### config.mk
export PLATFORM = sky130hd
export DESIGN_NAME = cdc_change_queue_flat
export DESIGN_NICKNAME = d
export VERILOG_FILES = /design/src/rtl/cdc_change_queue_if.sv /design/src/rtl/cdc_change_queue_fifo.sv /design/src/rtl/cdc_change_queue.sv /design/src/flat_wrapper.sv
export SDC_FILE = /design/constraint.sdc
export NUM_CORES = 1
export LEC_CHECK = 0
export CAP_MARGIN = 0
export CORE_ASPECT_RATIO = 0.6
export CORE_MARGIN = 2
export CORE_UTILIZATION = 54
export CTS_CLUSTER_SIZE = 40
export DETAILED_ROUTE_END_ITERATION = 16
export PLACE_DENSITY = 0.84
export SLEW_MARGIN = 30
export SYNTH_ARGS = -nofsm -noshare
export SYNTH_HDL_FRONTEND = slang
export SYNTH_SLANG_ARGS = --single-unit
### constraint.sdc
create_clock -name clk -period 2.47 [get_ports clk]
set_clock_uncertainty 0.05 [all_clocks]
set_input_delay 0.494 -clock clk [delete_from_list [all_inputs] [get_ports clk]]
set_output_delay 0.494 -clock clk [all_outputs]
set_load 0.005 [all_outputs]
### src/rtl/cdc_change_queue_if.sv
// Valid/ready stream carrying each detected change from the queue to its consumer.
interface cdc_change_queue_if #(
    parameter int DATA_WIDTH = 8
);
    logic [DATA_WIDTH-1:0] out_data;
    logic                  out_valid;
    logic                  out_ready;

    modport master (output out_data, output out_valid, input out_ready);
    modport slave  (input out_data, input out_valid, output out_ready);
endinterface

### src/rtl/cdc_change_queue_fifo.sv
// Show-ahead FIFO: head entry is visible combinationally from the registered read pointer.
module showahead_fifo #(
    parameter int DATA_WIDTH = 8,
    parameter int DEPTH_BITS = 2
) (
    input  logic                  clk,
    input  logic                  reset,
    input  logic                  push,
    input  logic [DATA_WIDTH-1:0] push_data,
    input  logic                  pop,
    output logic [DATA_WIDTH-1:0] head_data,
    output logic [DEPTH_BITS:0]   level,
    output logic                  full,
    output logic                  empty
);
    localparam int DEPTH = 1 << DEPTH_BITS;
    localparam logic [DEPTH_BITS:0] FULL_LEVEL = (DEPTH_BITS + 1)'(DEPTH);

    logic [DATA_WIDTH-1:0] mem [DEPTH];
    logic [DEPTH_BITS-1:0] wr_ptr_reg;
    logic [DEPTH_BITS-1:0] rd_ptr_reg;
    logic [DEPTH_BITS:0]   level_reg;
    logic                  do_push;
    logic                  do_pop;

    assign empty     = (level_reg == '0);
    assign full      = (level_reg == FULL_LEVEL);
    assign level     = level_reg;
    assign head_data = mem[rd_ptr_reg];

    // A pop on a full queue frees the slot the simultaneous push needs.
    assign do_pop  = pop & ~empty;
    assign do_push = push & (~full | do_pop);

    always_ff @(posedge clk) begin
        if (do_push) begin
            mem[wr_ptr_reg] <= push_data;
        end
    end

    always_ff @(posedge clk) begin
        if (reset) begin
            wr_ptr_reg <= '0;
            rd_ptr_reg <= '0;
            level_reg  <= '0;
        end else begin
            if (do_push) begin
                wr_ptr_reg <= wr_ptr_reg + 1'b1;
            end
            if (do_pop) begin
                rd_ptr_reg <= rd_ptr_reg + 1'b1;
            end
            case ({do_push, do_pop})
                2'b10:   level_reg <= level_reg + 1'b1;
                2'b01:   level_reg <= level_reg - 1'b1;
                default: level_reg <= level_reg;
            endcase
        end
    end
endmodule

### src/rtl/cdc_change_queue.sv
// Detects every change of a synchronized value and queues it for a valid/ready consumer,
// counting changes lost to a full queue.
module cdc_change_queue #(
    parameter int DATA_WIDTH = 8,
    parameter int DEPTH_BITS = 2,
    parameter int INIT_EVENT = 0,
    parameter int DROP_WIDTH = 8
) (
    input  logic                  clk,
    input  logic                  reset,
    input  logic [DATA_WIDTH-1:0] data_in,
    cdc_change_queue_if.master    q,
    output logic [DEPTH_BITS:0]   level,
    output logic [DROP_WIDTH-1:0] drop_count
);
    logic [DATA_WIDTH-1:0] prev_reg;
    logic                  armed_reg;
    logic [DROP_WIDTH-1:0] drop_reg;
    logic                  push_req;
    logic                  pop_req;
    logic                  fifo_full;
    logic                  fifo_empty;
    logic                  drop_event;

    // Before arming, the first sample is only a baseline unless INIT_EVENT asks for it.
    assign push_req   = armed_reg ? (data_in != prev_reg) : (INIT_EVENT != 0);
    assign pop_req    = q.out_valid & q.out_ready;
    assign drop_event = push_req & fifo_full & ~pop_req;

    assign q.out_valid = ~fifo_empty;
    assign drop_count  = drop_reg;

    showahead_fifo #(
        .DATA_WIDTH (DATA_WIDTH),
        .DEPTH_BITS (DEPTH_BITS)
    ) u_fifo (
        .clk       (clk),
        .reset     (reset),
        .push      (push_req),
        .push_data (data_in),
        .pop       (pop_req),
        .head_data (q.out_data),
        .level     (level),
        .full      (fifo_full),
        .empty     (fifo_empty)
    );

    always_ff @(posedge clk) begin
        if (reset) begin
            prev_reg  <= '0;
            armed_reg <= 1'b0;
            drop_reg  <= '0;
        end else begin
            prev_reg  <= data_in;
            armed_reg <= 1'b1;
            if (drop_event && (drop_reg != '1)) begin
                drop_reg <= drop_reg + 1'b1;
            end
        end
    end
endmodule

### src/flat_wrapper.sv
// flat-port wrapper written by rule: the top's interface ports become plain ports
module cdc_change_queue_flat 
#(
    parameter int DATA_WIDTH = 8,
    parameter int DEPTH_BITS = 2,
    parameter int INIT_EVENT = 0,
    parameter int DROP_WIDTH = 8
)
  (clk, reset, data_in, level, drop_count, q_out_data, q_out_valid, q_out_ready);
  cdc_change_queue_if #(.DATA_WIDTH(DATA_WIDTH)) q_i ();
  input  logic clk;
  input  logic reset;
  input  logic [DATA_WIDTH-1:0] data_in;
  output logic [DEPTH_BITS:0] level;
  output logic [DROP_WIDTH-1:0] drop_count;
  output wire logic [$bits(q_i.out_data)-1:0] q_out_data;
  output wire logic [$bits(q_i.out_valid)-1:0] q_out_valid;
  input wire logic [$bits(q_i.out_ready)-1:0] q_out_ready;
  assign q_out_data = q_i.out_data;
  assign q_out_valid = q_i.out_valid;
  assign q_i.out_ready = q_out_ready;
  cdc_change_queue #(.DATA_WIDTH(DATA_WIDTH), .DEPTH_BITS(DEPTH_BITS), .INIT_EVENT(INIT_EVENT), .DROP_WIDTH(DROP_WIDTH)) u_core (.clk(clk), .reset(reset), .data_in(data_in), .q(q_i), .level(level), .drop_count(drop_count));
endmodule
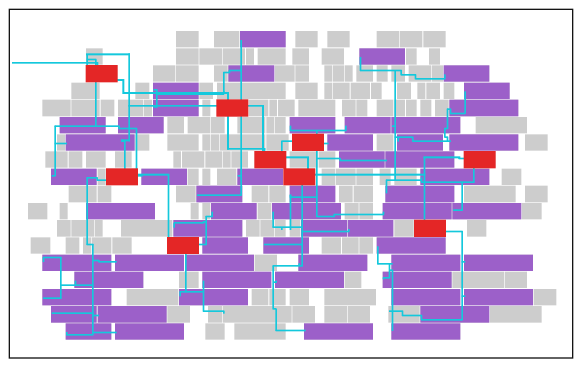
**Above:** clock network drawn from the DEF.
Key: red = clock-net drivers [count 9]; purple = flip-flops [count 58]; cyan = clock wires [length 649 µm]
Position of the flops: all over the die. There are 10 routed clock nets.
Clk power: 948 µW
clock share of power: 36.5%
insertion delay at the late pin of the worst-skew pair: 0.33 ns

==> summary.txt <==
Update from the flow run.

At the floorplan stage, the core utilization is reported as 56.7%. In the CTS report, the clock slew at the register clock pins of the worst setup and hold paths is listed as 0.07 ns. The count of max-cap constraint violations is 0. The number of search-and-repair iterations in the first detailed-routing pass is 5. The number of remaining DRC errors is 0. The cell area after technology mapping is approximately 2300 µm². The count of nets left with antenna violations after detail routing is 0. The region available for standard cell placement spans around 4100 µm². The maximum number of buffers from clock root to sink is 2. The number of synthesized register bits is 58. The number of buffers created by CTS is 9. The gate family responsible for the most delay along the worst path is simple AND/OR/NAND/NOR gates. The die covers roughly 5000 µm². The most used flip-flop cell after synthesis is sky130_fd_sc_hd__edfxtp_1.

The number of buffers and inverters on the critical path is 1. Among all cell types in the netlist, the one instantiated most often is sky130_fd_sc_hd__edfxtp_1. The floorplan die height is between 50 and 60 µm. The area share of the leading cell type in the synthesized netlist is between 40% and 50%. OpenROAD emitted warnings numbering 29. TritonCTS built the clock tree. Recorded from the global router log, the overflow total was 0. The completed layout was analyzed and its total power is 2.60 mW. Counting endpoints that fail hold in the final report gives 0.

The initial antenna violation count is 0. The startpoint identified for the worst hold timing path is u_core.drop_count[4]$_SDFFE_PP0P_. IR analysis of the VDD net gives a maximum drop of between 0.0004 and 0.0005 V.

After routing, the total negative slack on setup checks comes to 0 ns. Synthesis produced a netlist whose cell count is roughly 160. By area the synthesized netlist is led by sky130_fd_sc_hd__edfxtp_1 (41%), sky130_fd_sc_hd__dfxtp_1 (22%), sky130_fd_sc_hd__mux4_2 (7.7%). The detailed-route vias per instance is between 5 and 6.

The flow ran to the end, and the final reports show no timing, DRC or antenna violations. According to the timing report, the critical path is launched from data_in[7]. The routability congestion estimate is ~0.80.

The distinct cell type count of the synthesized netlist is 34. 0 antenna diodes ended up in the layout. The highest-count logic cell in the final layout is sky130_fd_sc_hd__edfxtp_1.

The clock tree has to reach 58 sinks. The average cell area after synthesis is roughly 14 µm². The worst path uses just under 100% of the clock period. The min-delay analysis places its worst path in the category register to register. The chip area line in the Yosys stat output reads 2340 µm². The launch point of the worst register-to-register path is recorded as u_core.u_fifo.level[0]$_SDFFE_PP0P_. The first-pass GRT wire length is between 7000 and 8000 µm.

The worst setup path is captured at a register. The required time of the critical path is 2.63 ns. The async set-reset flop share out of synthesis is 0%.

Of the cells placed in the final design, the portion with a size suffix greater than 1 is around a fifth. Of all nets on the critical path, the largest fanout is 2. Counting flops with a built-in enable in the synthesized netlist gives 32. Note, the detailed placer reported a final HPWL of around 3200 µm.

The number of endpoints failing setup at the final stage is 0. The commonest cells after synthesis are sky130_fd_sc_hd__edfxtp_1 (32), sky130_fd_sc_hd__dfxtp_1 (26), sky130_fd_sc_hd__nor2b_1 (11). The warning tally printed by Yosys for this design is 0. The highest achievable clock rate is between 0.4 and 0.5 GHz. The total nets after synthesis is 181. The clock root buffer master is sky130_fd_sc_hd__clkbuf_8.

The category of the most critical setup path is input pin to register. The biggest cell delay along the critical path is between 0.4 and 0.5 ns. The total power divided by cell area is ~860 nW/µm². The total of buffers placed on input and output ports is 30. The number of global-route vias before repair is between 1500 and 2000.

The post-layout net count is about 230. The report lists the number of standard-cell rows as 18. The pin closest to its max-slew limit shows a slew of ~0.57 ns. The final max-slew violation count recorded for this run is 0. The shortest period the worst path allows is ~2.4 ns. The critical path arrival is about 2.6 ns.

STA classifies the critical path startpoint as an input pin. Headroom to the max-slew limit came out at approximately three fifths. Per the CTS log, the maximum H-tree level is 3. The setup slack after layout is about 0.065 ns.

The share of the Yosys chip area taken by registers is 63.4%. The leakage component of the power is 1.08 nW. The flip-flop count of the largest register after layout is 32. In this run the horizontal extent of the chip is roughly 89 µm. The number of cells in the yosys synthesis report is roughly 160. According to the I/O placement log, the pin count is 31.

Entering global routing, the biggest net connects 16 pins. Leaving out fill and tap cells, the most frequent cells in the layout are sky130_fd_sc_hd__edfxtp_1 (32), sky130_fd_sc_hd__dfxtp_1 (26), sky130_fd_sc_hd__clkdlybuf4s50_1 (24), sky130_fd_sc_hd__buf_4 (15), sky130_fd_sc_hd__nor2b_1 (11). The pre-CTS setup slack is -0.453 ns. The leading area contributor after synthesis is sky130_fd_sc_hd__edfxtp_1. Compared with the post-synthesis result, the final layout area differs by 29.2%.

The first routing iteration left slightly below 90 violations. The cell type of the slowest stage on the worst timing path is sky130_fd_sc_hd__clkdlybuf4s50_1. The report lists the cells along the critical path as clkdlybuf4s50_1 -> xnor2_1 -> nand4_1 -> o21ai_1 -> nor2b_1 -> fa_1 -> and2_1 -> a22oi_2 -> mux2_2.
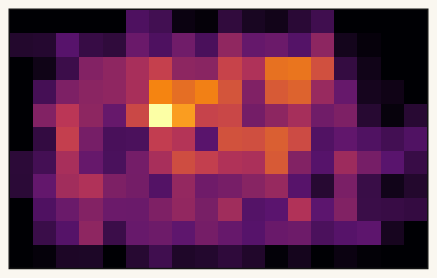
**Above:** routed metal per tile.
18 x 11 tiles, from black (low) to pale yellow (high), scaled to the fullest tile. Values are wire area over tile area, all layers added.
The mean over all tiles is 0.15. The fullest tile reaches 0.58. The densest ninth of the die: center.
Routed Wire Length: 4680 µm
overall via count from detail_route: 1495
Global Route Usage Sum: 22.1%
routed length per instance: 16.7 µm

-- layout make-up --
type / instances / area [µm²]
Multi-Input combinational cell: 97 / 822
Clock buffer: 11 / 141
Inverter: 4 / 15.0
Timing Repair Buffer: 45 / 405
Clock inverter: 5 / 77.6
Sequential cell: 58 / 1480
Tap cell: 60 / 75.1
Fill cell: 253 / 1100
-- metrics by stage --
| step | cells | hold slack, ns | area (µm²) | utilization [%] |
|---|---|---|---|---|
| floorplan | 164 | 0.435 | 2340 | - |
| global route | 280 | 0.517 | 3020 | 73.2 |
| detailed placement | 263 | 0.465 | 2790 | 67.8 |
| global placement | 263 | 0.449 | 2790 | 67.8 |
| CTS | 279 | 0.479 | 3010 | 73.0 |
| finish | 280 | 0.480 | 3020 | 73.2 |
-- worst min-delay path: stages, from the launching register on --
cell and delay (ns):
sky130_fd_sc_hd__dfxtp_1 0.35, sky130_fd_sc_hd__o21ai_0 0.08, sky130_fd_sc_hd__a21oi_1 0.06
-- path summary, 6_finish.rpt --
| check | to | slack (ns) | cells after the start |
|---|---|---|---|
| worst max-delay path | u_core.u_fifo.level[2]$_SDFFE_PP0P_ | 0.07 | 9 |
| worst min-delay path | u_core.drop_count[4]$_SDFFE_PP0P_ | 0.48 | 2 |
| worst max register to register | u_core.u_fifo.level[2]$_SDFFE_PP0P_ | 0.20 | 7 |
| worst min register to register | u_core.drop_count[4]$_SDFFE_PP0P_ | 0.48 | 2 |
-- where the power goes --
group | internal (mW) | switching (mW) | total [mW]
logic | 0.297 | 0.203 | 0.500
registers | 1.10 | 0.0518 | 1.15
clock network | 0.592 | 0.356 | 0.948
total | 1.99 | 0.611 | 2.60
-- what timing repair did --
| item | in CTS | in global routing |
|---|---|---|
| setup endpoints to repair | 1 | 1 |
| hold buffers | 0 | 0 |
| gates resized | 8 | 0 |
| pin swaps | 0 | 0 |
| buffers inserted | 0 | 1 |
-- kinds of logic (layout without fill, tap and decap cells) --
family	after synthesis	after routing	share of synthesized area, %
fa+ha+maj	6	6	3.54
xor+xnor	12	12	4.50
simple gates	48	48	11.4
mux	14	14	10.4
compound gates	17	17	5.14
buf+inv	9	65	1.61
flops	58	58	63.4
-- per-layer routing --
metal / track usage, % / share of wire, % / vias up / wire, µm
met3: 7.42 / 6.0 / 7 / 282
met2: 36.8 / 51 / 48 / 2380
met1: 27.7 / 42 / 737 / 1980
met4: 7.83 / 0.64 / 0 / 30
li1: - / - / 703 / -
met5: 0 / 0 / - / 0
Power figures rest on the tool's default switching activity, not on a simulated workload.
